==> run_1/wire_density.png <==
14 x 23 tiles, from white (low) to dark blue (high), scaled to the fullest tile. Values are wire area over tile area, all layers added.
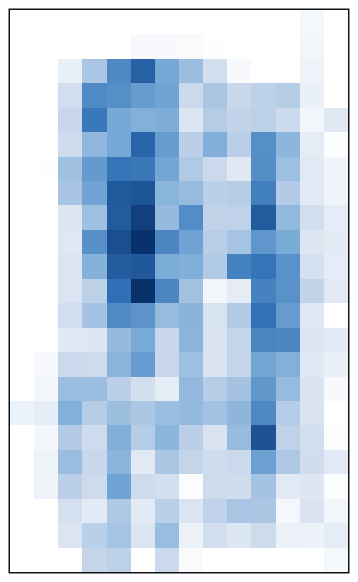
==> run_1/zoom.png <==
The bar under the picture is 5 microns long. Region (24, 70) to (44, 90) microns. Cells in grey, sequential cells in the stronger grey; small squares are vias.
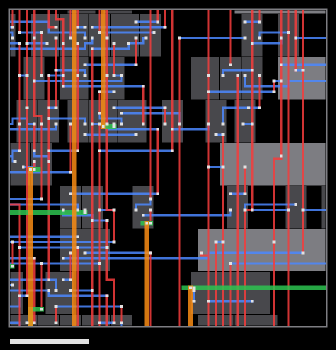
==> run_1/pins.png <==
The bar under the picture is 20 microns long. Pins as bars across the die edge, other pins in grey.
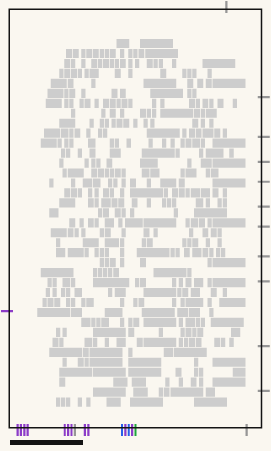
==> run_1/gate_families.png <==
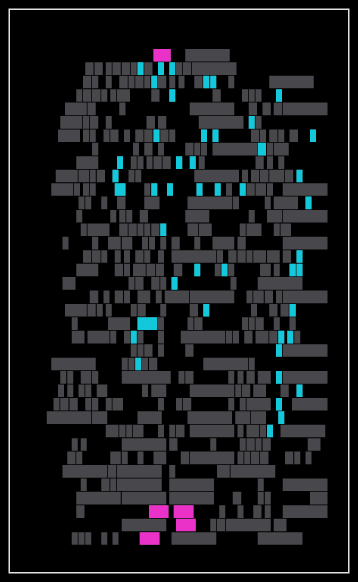
==> config.mk <==
export PLATFORM = sky130hd
export DESIGN_NAME = dds_phase2amp
export DESIGN_NICKNAME = d
export VERILOG_FILES = /design/src/rtl/dds_pkg.sv /design/src/rtl/dds_sin_qrom.sv /design/src/rtl/dds_phase2amp.sv
export SDC_FILE = /design/constraint.sdc
export NUM_CORES = 1
export LEC_CHECK = 0
export ABC_AREA = 1
export CORE_ASPECT_RATIO = 1.75
export CORE_MARGIN = 4
export CORE_UTILIZATION = 45
export DETAILED_ROUTE_END_ITERATION = 10
export DONT_BUFFER_PORTS = 1
export PLACE_DENSITY_LB_ADDON = 0.15
export SLEW_MARGIN = 5
export SYNTH_ARGS = -nofsm -noshare
export SYNTH_HDL_FRONTEND = slang
export SYNTH_SLANG_ARGS = --single-unit
==> constraint.sdc <==
create_clock -name clk -period 2.31 [get_ports clk]
set_input_delay 0.3465 -clock clk [delete_from_list [all_inputs] [get_ports clk]]
set_output_delay 0.3465 -clock clk [all_outputs]
set_load 0.02 [all_outputs]
==> qor_table.md <==
| Quantity | Reported |
|:---|:---|
| Kind of end point of the critical path | flip-flop |
| Run status | finished, final reports clean |
| FFs w/ async S/R, synth | 1.00 |
| Number of cells on the critical path | 13 |
| Period minus WS final | 1.97 ns |
| Number of standard-cell rows in the floorplan | 38 |
| Category of cells accounting for the largest share of critical-path delay | simple AND/OR/NAND/NOR gates |
| Cell accounting for the most synthesized area | dfrtp_1 |
| Pin slew with the least headroom to its limit | 0.585 ns |
| Nets at Floorplan | 441 |
| Number of buffers created by CTS | 5 |
| Type of the worst min-delay path | input port to flip-flop |
| Remaining DRCs | 0 |
| Pwr Total | 2.27 mW |
| Number of diodes added for antenna fixing | 0 |
| Cells traversed along the worst timing path | inv_6, nand2_1, nand2_1, inv_1, ha_1, inv_1, nor2_1, nand2_1, nand3_1, nand2_1, nand2_1, nor2_1, nor2_1 |
| Hold depth | 0 |
| Standard cell with the maximum stage delay on the critical path | dfrtp_1 |
| Cells after Synth | 412 |
| Required time worst endpoint | 2.49 ns |
| Static Leak | 1.52 nW |
| Synth Seq Share | 0.365 |
| Number of unique standard cell types used by synthesis | 30 |
| Drt initial violations | 182 |
| Post-layout net count | 443 |
| Worst Path Arrival | 2.16 ns |
| Total Die Area | 7800 sq um |
| Iteration count of the initial detailed-routing pass | 4 |
| Cell total in the yosys stat output | 412 |
| Area growth from synthesis to layout | 6.21% |
| DP Cell Count | 485 |
| Count of buffer and inverter cells on the critical path | 3 |
| Final hold violation count | 0 |
| I/O pin count | 28 |
| Overflow left after global routing | 0 |
| Fp_density | 0.463 |
| Critical Path Source Type | flip-flop |
| Final worst setup slack | 0.336 ns |
| Setup repair after global routing missed its margin | false |
| Count of buffers added by post-CTS timing repair for setup | 0 |
| Number of OpenROAD warnings | 39 |
| R2r setup slk | 0.34 ns |
| Overall via count from detail_route | 2,617 |
| Synth flops | 42 |
| Clock root buffer | clkbuf_8 |
| Worst-case clock buffer depth | 2 |
| CTS clock-pin slew for the worst setup and hold paths | 0.08 ns |
| Max Clk Rate | 507 MHz |
| Slew HR | 0.610 |
| Setup Viol. Count Final | 0 |
| Number of global-route vias before repair | 2,637 |
| Power density cells | 742 nW/um^2 |
| Clock H-tree levels | 2 |
| Crit Path Class | flip-flop to flip-flop |
| Most common logic cells in the final layout | nand2_1, nor2_1, dfrtp_1 |
| Summed standard-cell area reported by yosys | 2880 sq um |
| Routability congestion estimate | 0.935 |
| Max_cap viols | 0 |
| Final-report max-slew violation count | 0 |
| Register-to-Register Path Depth | 13 |
| Late-Pin Clk Latency | 0.30 ns |
| Wire length of the first global-routing pass | 11,900 microns |
| Commonest flop | dfrtp_1 |
| Largest net degree at the start of global routing | 43 |
| Largest driver fanout on the critical path | 7 |
| Mean area per synthesized cell | 7.00 sq um |
| Setup_tns | 0 ns |
| Post-synth top area share | 0.365 |
| Final clock period utilization by the worst path | 0.854 |
| Crit path top cell by count | nand2_1 |
| Number of filler cells placed in the layout | 645 |
| Via density | 5.29 |
| Detailed placer's ending HPWL | 5390 microns |
| Number of flops mapped to enable cells by yosys | 0 |
| Setup Skew | 0.00878 ns |
| Netlist area before placement | 2880 sq um |
| Flip-flop count of the largest register, all copies and words added | 10 |
| Initial antenna violation count | 0 |
| Delay of the slowest cell on the worst path | 0.48 ns |
| Standard cell core area | 6230 sq um |
| Placement-stage worst setup slack | 0.340 ns |
| Final antenna-violating net count | 0 |
Notes on wire_density.png above:
densest ninth of the die	centre
emptiest ninth of the die	upper right
nearly empty tiles	22%
combined global-route utilization of all metal layers: 0.198
per-cell routed wire length: 13.9 microns
DRT Wirelength: 6860 microns

Notes on zoom.png above:
colour	layer
green	met3
blue	met1
orange	met4
red	met2
cells with their middle in the window	34
sequential cells in the window	2
most frequent	nand2_1 (10), nor2_1 (9), nand3_1 (5)

Notes on pins.png above:
colour	port	pins	direction	edge
blue	`wave_sel_i`	2	input	bottom
green	`phase_vld_i`	1	input	bottom
purple	`phase_i`	12	input	11 bottom, 1 left
port buffer count: 0
vertical die dimension: 114 microns
die width: 68.5 microns

Notes on gate_families.png above:
colour	family	cells
cyan	NOR gates	46
magenta	multiplexers	5
most frequent logic cell in the layout: nand2_1
Finished Layout Cells: 495
proportion of cell area occupied by multi-input gates: 0.507

[run 1: report_power, final]
| part | switching (mW) | internal (mW) |
|---|---|---|
| combinational | 0.523 | 0.282 |
| clock | 0.248 | 0.213 |
| sequential | 0.150 | 0.855 |
[run 1: stage by stage]
stage,hold slack (ns),cell area (sq um),util
2_1_floorplan,0.0509,2880,-
3_3_place_gp,0.0518,2950,0.473
3_5_place_dp,0.0519,2950,0.473
4_1_cts,0.0599,3060,0.492
5_1_grt,0.0553,3060,0.492
6_report,0.0755,3060,0.492
[run 1: logic make-up after synthesis]
logic type                 after synthesis  share of synthesized area
DFF                                     42                      0.365
and+or+nand+nor                        215                      0.306
AOI/OAI and AO/OA                       72                      0.136
xor gates and xnor gates                 6                     0.0247
muxes                                    5                     0.0191
adders and majority gates               12                     0.0521
buffers and inverters                   60                     0.0968
[run 1: cells in the mapped netlist, types with 2 or more instances]
library cell	number
dfrtp_1	42
xnor2_1	3
a21oi_1	16
mux2_2	4
o21ai_0	38
inv_2	2
xor2_1	2
o211ai_1	8
nand3_1	36
nand2_2	7
buf_6	6
o21ai_1	4
buf_2	3
a31oi_1	3
clkbuf_1	7
nand2_1	125
ha_1	12
inv_1	40
nor2_1	43
[run 1: per-layer routing]
layer,track usage,vias up,share of wire
met5,0,-,0
met4,0.120,0,0.056
met3,0.0217,27,0.024
met2,0.362,66,0.54
met1,0.203,1196,0.38
li1,-,1328,-
[run 1: repair_timing]
item,4_1_cts,5_1_grt
hold buffers,2,0
hold endpoints to repair,42,0
resized,0,0
setup endpoints to repair,0,0
[run 1: final cells by class]
| class | instances | area, sq um | area share |
|---|---|---|---|
| Clock buffer | 6 | 72.6 | 0.0237 |
| Clock inverter | 2 | 13.8 | 0.00450 |
| Inverter | 43 | 166 | 0.0544 |
| Sequential cell | 42 | 1050 | 0.343 |
| Multi-Input combinational cell | 310 | 1550 | 0.507 |
| Tap cell | 80 | 100 | 0.0327 |
| Timing Repair Buffer | 12 | 105 | 0.0343 |
[run 1: worst register-to-register path, stage by stage, from the launching register on]
cell and delay, ns:
dfrtp_1 0.48, inv_6 0.11, nand2_1 0.05, nand2_1 0.08, inv_1 0.13, ha_1 0.37
inv_1 0.12, nor2_1 0.07, nand2_1 0.07, nand3_1 0.07, nand2_1 0.06, nand2_1 0.08
nor2_1 0.14, nor2_1 0.04
No activity file was given, so power comes from the tool's default toggle rates.
